===== src/rtl/instr_fetch_unit_pkg.sv =====
// ============================================================================
// Module : instr_fetch_unit_pkg
// Brief  : Fetch FSM state encodings, R-type field positions and PC step.
// Rev    : 1.0  initial release
// ============================================================================
`default_nettype none

package instr_fetch_unit_pkg;

   typedef enum logic [1:0] {
      ST_IDLE  = 2'd0,
      ST_REQ   = 2'd1,
      ST_VALID = 2'd2,
      ST_DRAIN = 2'd3
   } fetch_state_t;

   localparam int OPC_HI   = 31;
   localparam int OPC_LO   = 26;
   localparam int RS_HI    = 25;
   localparam int RS_LO    = 21;
   localparam int RT_HI    = 20;
   localparam int RT_LO    = 16;
   localparam int RD_HI    = 15;
   localparam int RD_LO    = 11;
   localparam int SHAMT_HI = 10;
   localparam int SHAMT_LO = 6;
   localparam int FUNCT_HI = 5;
   localparam int FUNCT_LO = 0;

   localparam int PC_INC   = 4;

endpackage

`default_nettype wire


===== src/rtl/instr_fetch_unit.sv =====
// ============================================================================
// Module : instr_fetch_unit
// Brief  : PC/IR fetch stage: req/ack instruction memory in, valid/ready out.
// Rev    : 1.0  initial release
// ============================================================================
`default_nettype none

module instr_fetch_unit
   import instr_fetch_unit_pkg::*;
#(
   parameter int                ADDR_W   = 32,
   parameter logic [ADDR_W-1:0] RESET_PC = '0
) (
   input  logic              clk,
   input  logic              rst_n,
   output logic              imem_req,
   output logic [ADDR_W-1:0] imem_addr,
   input  logic              imem_ack,
   input  logic [31:0]       imem_rdata,
   input  logic              redirect,
   input  logic [ADDR_W-1:0] redirect_pc,
   output logic              instr_valid,
   input  logic              instr_ready,
   output logic [5:0]        opcode,
   output logic [4:0]        rs,
   output logic [4:0]        rt,
   output logic [4:0]        rd,
   output logic [4:0]        shamt,
   output logic [5:0]        funct,
   output logic [ADDR_W-1:0] pc_out
);

   fetch_state_t      r_state;
   fetch_state_t      w_state_next;
   logic [ADDR_W-1:0] r_pc;
   logic [ADDR_W-1:0] w_pc_next;
   logic [ADDR_W-1:0] r_addr;
   logic [ADDR_W-1:0] w_addr_next;
   logic [31:0]       r_ir;
   logic [ADDR_W-1:0] r_pc_out;
   logic              w_ir_load;
   logic [ADDR_W-1:0] w_redirect_aligned;
   logic              w_in_handshake;

   assign w_redirect_aligned = redirect_pc & ~ADDR_W'(3);
   assign w_in_handshake     = (r_state == ST_REQ) || (r_state == ST_DRAIN);

   always_ff @(posedge clk) begin
      if (!rst_n) begin
         r_state  <= ST_IDLE;
         r_pc     <= RESET_PC;
         r_addr   <= RESET_PC;
         r_ir     <= '0;
         r_pc_out <= '0;
      end else begin
         r_state <= w_state_next;
         r_pc    <= w_pc_next;
         r_addr  <= w_addr_next;
         if (w_ir_load) begin
            r_ir     <= imem_rdata;
            r_pc_out <= r_addr;
         end
      end
   end

   // r_addr is the address presented on the bus; it only moves when a new
   // request starts, so a redirect mid-handshake leaves it pinned.
   always_comb begin
      w_state_next = r_state;
      w_pc_next    = r_pc;
      w_addr_next  = r_addr;
      w_ir_load    = 1'b0;

      case (r_state)
         ST_IDLE: begin
            w_state_next = ST_REQ;
            w_addr_next  = r_pc;
         end
         ST_REQ: begin
            if (imem_ack) begin
               w_ir_load    = 1'b1;
               w_pc_next    = r_addr + ADDR_W'(PC_INC);
               w_state_next = ST_VALID;
            end
         end
         ST_VALID: begin
            if (instr_ready) begin
               w_state_next = ST_REQ;
               w_addr_next  = r_pc;
            end
         end
         ST_DRAIN: begin
            if (imem_ack) begin
               w_state_next = ST_REQ;
               w_addr_next  = r_pc;
            end
         end
         default: begin
            w_state_next = ST_IDLE;
         end
      endcase

      // An ack arriving with the redirect closes the old handshake, so the
      // new target can be requested straight away even from DRAIN.
      if (redirect) begin
         w_pc_next = w_redirect_aligned;
         w_ir_load = 1'b0;
         if (w_in_handshake && !imem_ack) begin
            w_state_next = ST_DRAIN;
            w_addr_next  = r_addr;
         end else begin
            w_state_next = ST_REQ;
            w_addr_next  = w_redirect_aligned;
         end
      end
   end

   assign imem_req    = w_in_handshake;
   assign imem_addr   = r_addr;
   assign instr_valid = (r_state == ST_VALID);
   assign pc_out      = r_pc_out;

   assign opcode = r_ir[OPC_HI:OPC_LO];
   assign rs     = r_ir[RS_HI:RS_LO];
   assign rt     = r_ir[RT_HI:RT_LO];
   assign rd     = r_ir[RD_HI:RD_LO];
   assign shamt  = r_ir[SHAMT_HI:SHAMT_LO];
   assign funct  = r_ir[FUNCT_HI:FUNCT_LO];

endmodule

`default_nettype wire


===== config.mk =====
export PLATFORM = sky130hd
export DESIGN_NAME = instr_fetch_unit
export DESIGN_NICKNAME = d
export VERILOG_FILES = /design/src/rtl/instr_fetch_unit_pkg.sv /design/src/rtl/instr_fetch_unit.sv
export SDC_FILE = /design/constraint.sdc
export NUM_CORES = 1
export LEC_CHECK = 0
export CAP_MARGIN = 20
export CORE_MARGIN = 3
export CORE_UTILIZATION = 48
export CTS_CLUSTER_SIZE = 10
export DETAILED_ROUTE_END_ITERATION = 16
export PLACE_DENSITY = 0.77
export SETUP_SLACK_MARGIN = 0.3
export SLEW_MARGIN = 20
export SYNTH_ARGS = -nofsm -noshare
export SYNTH_HDL_FRONTEND = slang
export SYNTH_SLANG_ARGS = --single-unit

===== constraint.sdc =====
create_clock -name clk -period 2.5 [get_ports clk]
set_input_delay 0.25 -clock clk [delete_from_list [all_inputs] [get_ports clk]]
set_output_delay 0.25 -clock clk [all_outputs]
set_load 0.02 [all_outputs]

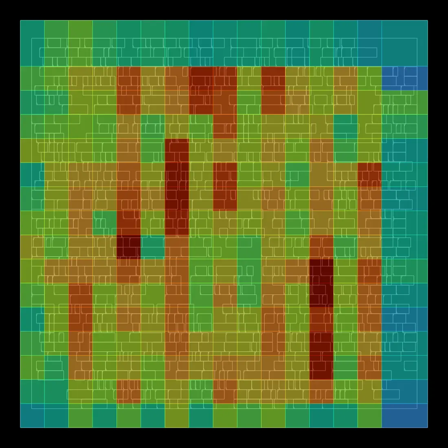
*Track usage over the die, run 1*
met1 Resource Use GR: 29.93%
wire length per cell after detailed routing: 15.96 um
total global routing track utilization: 23.80%
GR Layer Usage met2: 40.01%

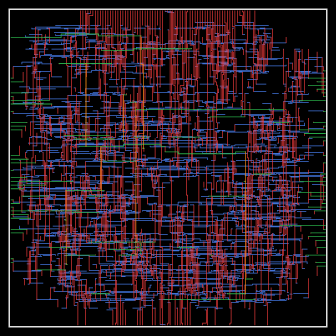
*Routed metal, one colour a layer, run 1*
legend:
  green:
    layer: M3
    wire_length: 816 um
  red:
    layer: M2
    wire_length: 7,970 um
  blue:
    layer: M1
    wire_length: 6,690 um
  orange:
    layer: M4
    wire_length: 242 um
via count: 5,311
Routed Wire Length: 15,720 um

==> impl_metrics.ini, run 1 <==
; synthesis and place-and-route metrics
[outcome]
outcome = completed

[logic_synthesis]
synth-main-ff-cell = dfxtp_1
netlist.top_cell.by_area = dfxtp_1
synth-edff-count = 0
synth-cells-yosys = 678
synth-warning-count = 0
netlist.top_cell.by_instances = nand2_1
yosys.area_share.aoi_pct = 20.98
async_flop_share_pct = 0
synth.comb.largest_family = simple AND/OR/NAND/NOR gates
synth.cellmix.simpleShare_pct = 21.17
syn_inst = 678
synth.avg_cell_area_um2 = 8.666
ys.flops = 130
post_synth_main_area_contributors = dfxtp_1, nand2_1, a21boi_0
synth.cellmix.xorXnorShare_pct = 3.876

[setup_path]
worstPathMaxFanout = 64
arrival_time_reported_for_the_critical_path_endpoint_ns = 2.36
reg2reg_to = imem_addr[8]$_SDFFE_PN0P_
setup.worst_path.end_class = flop
timing.critical_path.from = r_state[1]$_SDFFE_PN0P_
r2r_slack_ns = 0.45
critical_path_class = reg -> reg

[pwr]
leakagePower_nw = 3.245
power_density_nw_per_um2 = 683.5
ir_worst_vdd_uv = 421.0
report.power.total_w = 0.005618

[timing]
final-setup-viol-count = 0
timing_hold_violations_final = 0
final_min_period_over_clock_period_pct = 82.01
totalNegativeSetupSlack_ns = 0
slew_headroom_pct = 63.84
finalHoldWorstSlack_ns = 0.2549
clock.fmax_mhz = 487.7

[floorplanning]
std_cell_rows = 39
die_area_um2 = 13600
ios = 167

[hold_path]
holdPathStages = 2
min_delay_worst_endpoint = imem_addr[15]$_SDFFE_PN0P_
min_delay_src = rst_n

[placement]
globalplace.congestion = 0.7658
port_buffers = 164

[global_route]
grt_max_degree = 65
first_global_vias = 5094

[flow_run]
openroad.warnings = 30

[finish]
layout-drive-gt1-share_pct = 7.126
nNetsFinal = 902
multiInputGateArea_um2 = 3068

[drt]
remaining_drc_errors = 0
avgViaCountPerCell = 5.392

[clocking]
cts.path.max_buffers = 2
ctsRootBufferMaster = clkbuf_16
tritoncts_clock_tree = done
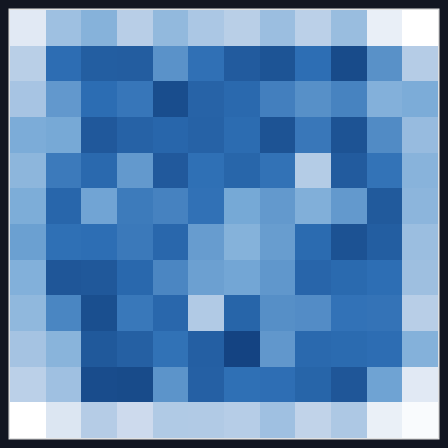
*Cell density map, run 1*
12 x 12 tiles, from white (low) to dark blue (high), 0 to 100% covered.
nearly empty tiles: 1.4%
fullest tile: 92%
tiles over 75% full: 34%
mean over tiles: 59%
utilization after layout: 70.18%
area of the placeable core: 11,710 um^2
core utilization before placement: 50.17%

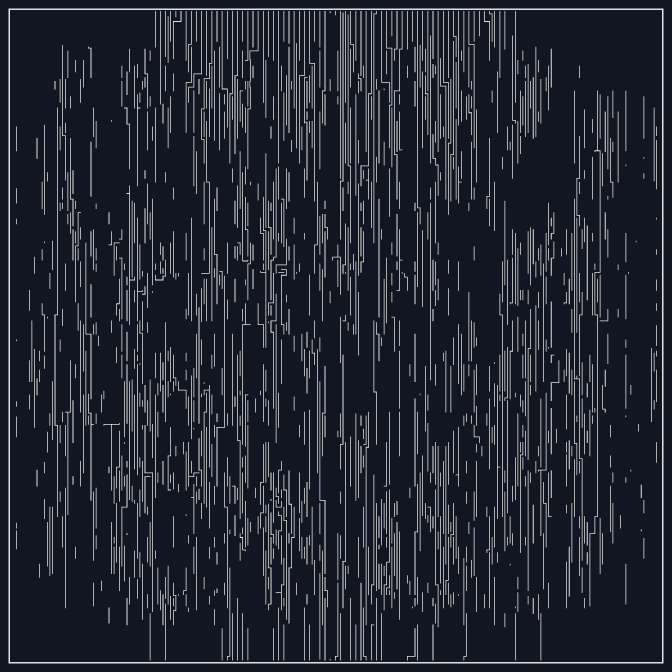
*M2 wires, run 1*
wire length on this layer: 7,970 um
share of all routed wire: 51%
longest straight run: 41.0 um
nets with wire on the layer: 747

==> run 1: cell families (layout without fill, tap and decap cells) <==
kind of cell,count (synthesis),after routing
adders and majority gates,4,4
DFF,130,130
muxes,29,29
buffers and inverters,58,222
AOI/OAI and AO/OA,159,159
and+or+nand+nor,272,272
xor gates and xnor gates,26,26
==> run 1: area by class of cell <==
type | instances | share of cell area (%)
multi-input cells | 490 | 37.33
flip-flops and latches | 130 | 31.66
repair buffers | 182 | 21.69
clock buffers | 28 | 6.531
well taps | 143 | 2.177
inverters | 8 | 0.3654
clock inverters | 4 | 0.2436
==> run 1: per-stage QoR <==
step / cell area [um^2] / std cells / setup WS, ns
floorplan: 5876 / 678 / 0.3974
global placement: 7661 / 953 / 0.2733
detailed placement: 7661 / 953 / 0.1808
CTS: 8219 / 985 / 0.4385
global route: 8219 / 985 / 0.3245
finish: 8219 / 985 / 0.4497
==> run 1: how the worst max path moves through the flow <==
stage | endpoint | slack, ns | cells past startpoint
floorplan | r_pc[22]$_SDFFE_PN0P_ | 0.40 | 7
global placement | r_pc[19]$_SDFFE_PN0P_ | 0.27 | 6
detailed placement | r_pc[21]$_SDFFE_PN0P_ | 0.18 | 6
CTS | imem_addr[8]$_SDFFE_PN0P_ | 0.44 | 7
global route | imem_addr[8]$_SDFFE_PN0P_ | 0.32 | 7
finish | imem_addr[8]$_SDFFE_PN0P_ | 0.45 | 7
==> run 1: placed cells by master, fill, tap and decap left out, drive strengths merged, types with 10 or more instances in the layout <==
master         count
nand2b            18
nand4             11
xor2              16
dfxtp            130
nor2              15
o211a             31
clkbuf            28
mux2i             29
a21boi            69
buf               20
o21ai             13
xnor2             10
clkdlybuf4s50    161
nand2            172
a21oi             18
nand3             22
==> run 1: critical path: stages, from the launching register on <==
cell      delay (ns)
dfxtp_1         0.36
inv_1           0.07
ha_1            0.22
or2_2           0.35
a311oi_4        0.35
buf_12          0.31
nand3_1         0.12
o211a_1         0.14
==> run 1: per-layer routing <==
| layer | up-vias | part of all wire, % | routed length [um] | GRT usage, % |
|---|---|---|---|---|
| li1 | 2653 | - | - | - |
| met1 | 2498 | 43 | 6694 | 29.93 |
| met2 | 140 | 51 | 7968 | 40.01 |
| met3 | 20 | 5.2 | 816 | 6.269 |
| met4 | 0 | 1.5 | 242 | 7.492 |
| met5 | - | 0 | 0 | 0 |
==> run 1: where the power goes <==
| group | switching, W | leakage [nW] | total [W] | internal [W] |
|---|---|---|---|---|
| registers | 0.000167 | 1.06 | 0.00238 | 0.00221 |
| clock network | 0.000848 | 0.280 | 0.00229 | 0.00145 |
| logic | 0.000476 | 1.90 | 0.000948 | 0.000472 |
| total | 0.00149 | 3.24 | 0.00562 | 0.00413 |
==> run 1: sequential cells by signal, summed over array words and instances, names as in the netlist <==
name	count
r_state	2
pc_out	32
r_pc	32
r_ir	32
imem_addr	32
==> run 1: repair_timing <==
action	4_1_cts	5_1_grt
setup endpoints to repair	3	0
endpoints found under the hold margin	0	0
gates resized	2	0
### Gate-type map, run 1

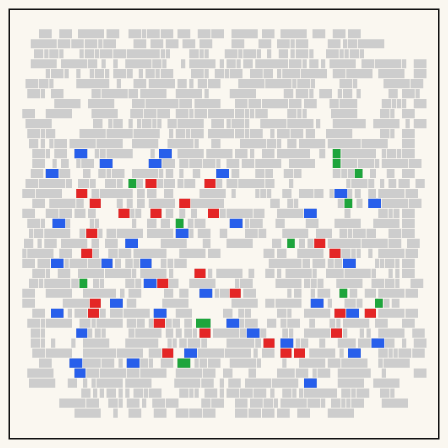

## Run 2: what changed since run 1
==> constraint.sdc (replaced) <==
create_clock -name clk -period 2.1 [get_ports clk]
set_input_delay 0.21 -clock clk [delete_from_list [all_inputs] [get_ports clk]]
set_output_delay 0.21 -clock clk [all_outputs]
set_load 0.02 [all_outputs]
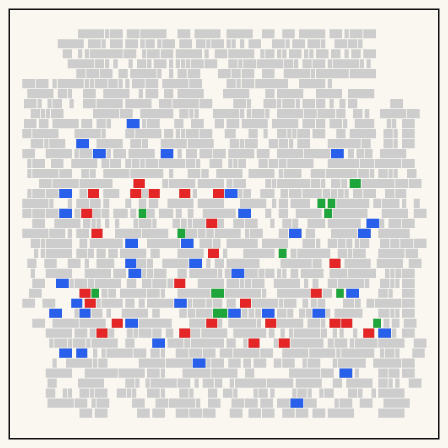
*Gate-type map, run 2*
legend:
  blue:
    family: non-inverting ao/oa cells
    cells: 35
    most_used: o211a_1
  red:
    family: xor and xnor cells
    cells: 26
    most_used: xor2_1
  green:
    family: and/or cells
    cells: 12
    most_used: and2_1
logic share of the area: 36.77%
most frequent logic cell in the layout: nand2_1
final standard cell count with taps included and fillers excluded: 1,006

==> impl_metrics.ini, run 2 <==
; synthesis and place-and-route metrics
[outcome]
outcome = completed

[drt]
remaining_drc_errors = 0
drt_first_iter_violations = 337
drt-total-wl_um = 17230
avgViaCountPerCell = 5.568
ant_nets = 0
drt-wirelength-per-cell_um = 17.12
num_vias = 5601
firstDrtPassIters = 6

[clocking]
tritoncts_num_sinks = 130
cts.path.max_buffers = 2
tritoncts.num_buffers = 17
clk-insertion-delay-late_ns = 0.42
tritoncts_clock_tree = done
clk_transition_reported_paths_ns = 0.05
ctsRootBufferMaster = clkbuf_16
h_tree_lvls = 4

[placement]
port_buffers = 164
pre_cts_slack_ns = -0.02109
globalplace.congestion = 0.7631
detailedPlacementHpwl_um = 10940

[logic_synthesis]
top_area_share_pct = 44.29
ys.flops = 130
synth-edff-count = 0
synth-cells-yosys = 678
post_synth_main_area_contributors = dfxtp_1, nand2_1, a21boi_0
synth-main-ff-cell = dfxtp_1
synth.yosys.seq_area_share_pct = 44.29
syn_inst = 678
synth.avg_cell_area_um2 = 8.666
async_flop_share_pct = 0
synth.yosys.chip_area_um2 = 5876
netlist.top_cell.by_instances = nand2_1
synth-warning-count = 0
common_cells = nand2_1, dfxtp_1, a21boi_0
netlist.top_cell.by_area = dfxtp_1

[hold_path]
holdPathStages = 2
hold_path_class = in -> reg

[timing]
finClkSkew_ns = 0.004434
clock.fmax_mhz = 558.7
fin_ws_ns = 0.3102
final_min_period_over_clock_period_pct = 85.23
worstMarginPinSlew_ns = 0.6350
timing_hold_violations_final = 0
totalNegativeSetupSlack_ns = 0
final-setup-viol-count = 0
grt_setup_unrepaired = yes
post_route_minimum_period_ns = 1.790
finalMaxSlewViolations = 0
slew_headroom_pct = 57.66

[finish]
nNetsFinal = 927
syn2layout_area_growth_pct = 47.27
n_antenna_cell = 0
layout-drive-gt1-share_pct = 12.28
final_layout_top_logic_cells = nand2_1, clkdlybuf4s50_1, dfxtp_1

[flow_run]
drv.max_cap_violation_count = 0
openroad.warnings = 33

[setup_path]
setup.worst_path.end_class = flop
worst_path_largest_cell_delay_ns = 0.38
critical_path.startpoint_type = flop
worstPathCellList = inv_4 -> ha_4 -> or2_4 -> a311oi_4 -> buf_6 -> buf_8 -> clkbuf_16 -> o211a_1
worstPathMaxFanout = 6
r2r_cells = 8
cpMaxStageDelayCell = dfxtp_4
path_buffers = 4
timing.critical_path.depth = 8
worst_ep_required_time_ns = 2.45
arrival_time_reported_for_the_critical_path_endpoint_ns = 2.14
path_delay_family = buffers and inverters
critical_path_class = reg -> reg

[floorplanning]
ios = 167
die_area_um2 = 13600
die.size.x_um = 116.6
core_area_um2 = 11710
std_cell_rows = 39
fp_util_pct = 50.17
die_y_um = 116.6

[global_route]
grt_util_all_layers_pct = 24.34
globalRoute.totalOverflow = 0
global_route_wire_length_before_repair_um = 26270
first_global_vias = 5407
grt_max_degree = 50

[pwr]
ir_worst_vdd_uv = 473.0
power_density_nw_per_um2 = 783.1
leakagePower_nw = 3.466
-- run 2: logic make-up after synthesis --
kind of cell	share of synthesized area [%]
flops	44.29
buf+inv	3.897
compound gates	20.98
mux	4.940
fa+ha+maj	0.8518
simple gates	21.17
xor+xnor	3.875
-- run 2: power breakdown --
part           leakage (nW)  internal [W]  switching, W
sequential             1.07       0.00264      0.000187
clock                 0.247       0.00161      0.000971
combinational          2.15      0.000705      0.000667
-- run 2: per-layer routing --
metal | wire, um | vias up | share of wire [%] | global-route usage, %
met5 | 0 | - | 0 | 0
met4 | 398 | 0 | 2.3 | 9.786
met3 | 868 | 38 | 5.0 | 5.648
met2 | 8904 | 172 | 52 | 42.30
met1 | 7054 | 2697 | 41 | 29.04
li1 | - | 2694 | - | -
-- run 2: final timing paths --
kind / slack [ns] / to / start
worst min-delay path: 0.17 / imem_addr[13]$_SDFFE_PN0P_ / rst_n
worst max register to register: 0.31 / imem_addr[9]$_SDFFE_PN0P_ / r_state[1]$_SDFFE_PN0P_
worst min register to register: 0.46 / r_ir[2]$_SDFFE_PN0P_ / r_ir[2]$_SDFFE_PN0P_
worst max-delay path: 0.31 / imem_addr[9]$_SDFFE_PN0P_ / r_state[1]$_SDFFE_PN0P_
-- run 2: stage by stage --
step           hold WS [ns]  utilization, %  instance area, um^2  power [W]  instances
2_1_floorplan        0.3470               -                 5964   0.003509        678
3_3_place_gp         0.4418           66.30                 7765   0.004007        958
3_5_place_dp         0.4515           66.30                 7765   0.004046        958
4_1_cts              0.1602           71.45                 8368   0.006673        993
5_1_grt              0.1786           73.89                 8653   0.007030       1006
6_report             0.1671           73.89                 8653   0.006776       1006
-- run 2: what timing repair did --
action,CTS,global route
gates cloned,2,5
gates resized,14,35
hold buffers,0,0
endpoints found under the setup margin,46,81
pin swaps,6,6
setup buffers,5,8
-- run 2: layout make-up --
type / count / area, um^2
Inverter: 8 / 32.53
Fill cell: 849 / 3058
Clock buffer: 28 / 506.7
Multi-Input combinational cell: 490 / 3182
Timing Repair Buffer: 207 / 2113
Tap cell: 143 / 178.9
Sequential cell: 130 / 2640
## Run 3: what changed since run 2
--- a/config.mk
+++ b/config.mk
@@ -5,6 +5,7 @@
 export SDC_FILE = /design/constraint.sdc
 export NUM_CORES = 1
 export LEC_CHECK = 0
+export ABC_CLOCK_PERIOD_IN_PS = 2100
 export CAP_MARGIN = 20
 export CORE_MARGIN = 3
 export CORE_UTILIZATION = 48
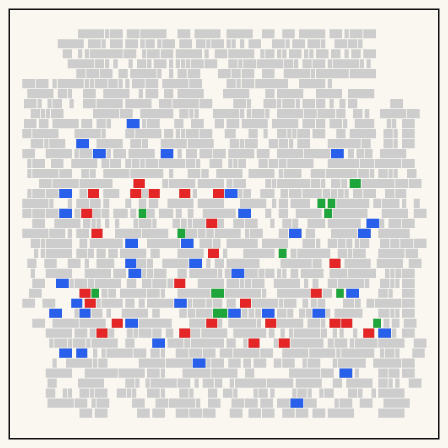
*Gate-type map, run 3*

==> impl_metrics.ini, run 3 <==
; synthesis and place-and-route metrics
[global_route]
global_route_wire_length_before_repair_um = 26270
first_global_vias = 5407
globalRoute.totalOverflow = 0
grt_max_degree = 50
gr-usage-met3_pct = 5.648
met2_usage_pct = 42.30

[pwr]
power.net_switching_w = 0.001826
power.clock.fraction_pct = 38.0
power_density_nw_per_um2 = 783.1
leakagePower_nw = 3.466
ir_worst_vdd_uv = 473.0
report.power.total_w = 0.006776

[logic_synthesis]
synth-cells-yosys = 678
async_flop_share_pct = 0
synth-main-ff-cell = dfxtp_1
common_cells = nand2_1, dfxtp_1, a21boi_0
synth-edff-count = 0
netlist.top_cell.by_instances = nand2_1
synth-warning-count = 0

[drt]
drt-wirelength-per-cell_um = 17.12
drt_first_iter_violations = 337
avgViaCountPerCell = 5.568
remaining_drc_errors = 0
firstDrtPassIters = 6
ant_nets = 0

[flow_run]
openroad.warnings = 33
drv.max_cap_violation_count = 0

[outcome]
outcome = completed

[timing]
post_route_minimum_period_ns = 1.790
slew_headroom_pct = 57.66
finClkSkew_ns = 0.004434
final_min_period_over_clock_period_pct = 85.23
worstMarginPinSlew_ns = 0.6350

[finish]
final_layout_top_logic_cell = nand2_1
final_layout_top_logic_cells = nand2_1, clkdlybuf4s50_1, dfxtp_1
nFillCells = 849
syn2layout_area_growth_pct = 47.27
nNetsFinal = 927
register_area_um2 = 2640
multiInputGateArea_um2 = 3182

[clocking]
ctsRootBufferMaster = clkbuf_16
tritoncts.num_buffers = 17
tritoncts_clock_tree = done
cts_hold_repair.buffers = 0
clk-insertion-delay-late_ns = 0.42
h_tree_lvls = 4
clk_transition_reported_paths_ns = 0.05
tritoncts_num_sinks = 130

[floorplanning]
die.size.x_um = 116.6
fp_util_pct = 50.17
std_cell_rows = 39
ios = 167
die_y_um = 116.6

[setup_path]
timing.critical_path.depth = 8
arrival_time_reported_for_the_critical_path_endpoint_ns = 2.14
worst_path_largest_cell_delay_ns = 0.38
path_buffers = 4
worstPathCellList = inv_4 -> ha_4 -> or2_4 -> a311oi_4 -> buf_6 -> buf_8 -> clkbuf_16 -> o211a_1
path_delay_family = buffers and inverters
worst_ep_required_time_ns = 2.45

[placement]
globalplace.congestion = 0.7631
port_buffers = 164

[hold_path]
holdPathStages = 2
[run 3: cell counts after synthesis]
No cell type changed its count.
[run 3: power by group through the flow]
stage | sequential, W | clock (W) | combinational, W
finish | 0.00283 | 0.00258 | 0.00137
detailed placement | 0.00287 | 0 | 0.00118
global route | 0.00285 | 0.00271 | 0.00147
CTS | 0.00282 | 0.00261 | 0.00125
floorplan | 0.00297 | 0 | 0.000540
global placement | 0.00286 | 0 | 0.00115
[run 3: cells by family after synthesis]
family                     synth area share [%]
and+or+nand+nor                           21.17
AOI/OAI and AO/OA                         20.98
DFF                                       44.29
buffers and inverters                     3.897
muxes                                     4.940
xor gates and xnor gates                  3.875
adders and majority gates                0.8518
[run 3: area by class of cell]
class / count / area share [%]
Timing Repair Buffer: 207 / 24.42
Tap cell: 143 / 2.068
Clock buffer: 28 / 5.856
Sequential cell: 130 / 30.51
Multi-Input combinational cell: 490 / 36.77
Inverter: 8 / 0.3759
[run 3: worst paths after layout]
check	slack [ns]	end	start
setup / recovery	0.31	imem_addr[9]$_SDFFE_PN0P_	r_state[1]$_SDFFE_PN0P_
hold / removal	0.17	imem_addr[13]$_SDFFE_PN0P_	rst_n
setup reg to reg	0.31	imem_addr[9]$_SDFFE_PN0P_	r_state[1]$_SDFFE_PN0P_
hold reg to reg	0.46	r_ir[2]$_SDFFE_PN0P_	r_ir[2]$_SDFFE_PN0P_
[run 3: stage by stage]
step / worst slack, ns / util, % / std cells
final: 0.3102 / 73.89 / 1006
after detailed placement: -0.02109 / 66.30 / 958
after global routing: 0.2591 / 73.89 / 1006
after CTS: 0.2466 / 71.45 / 993
after global placement: 0.03949 / 66.30 / 958
after floorplan: 0.2144 / - / 678
[run 3: what timing repair did]
action,4_1_cts,5_1_grt
gates resized,14,35
setup buffers,5,8
pin swaps,6,6
cloned,2,5
setup endpoints to repair,46,81
[run 3: per-layer routing]
metal	part of all wire (%)	vias up
li1	-	2694
met1	41	2697
met2	52	172
met3	5.0	38
met4	2.3	0
met5	0	-
Power is estimated from default activity; no workload was simulated.
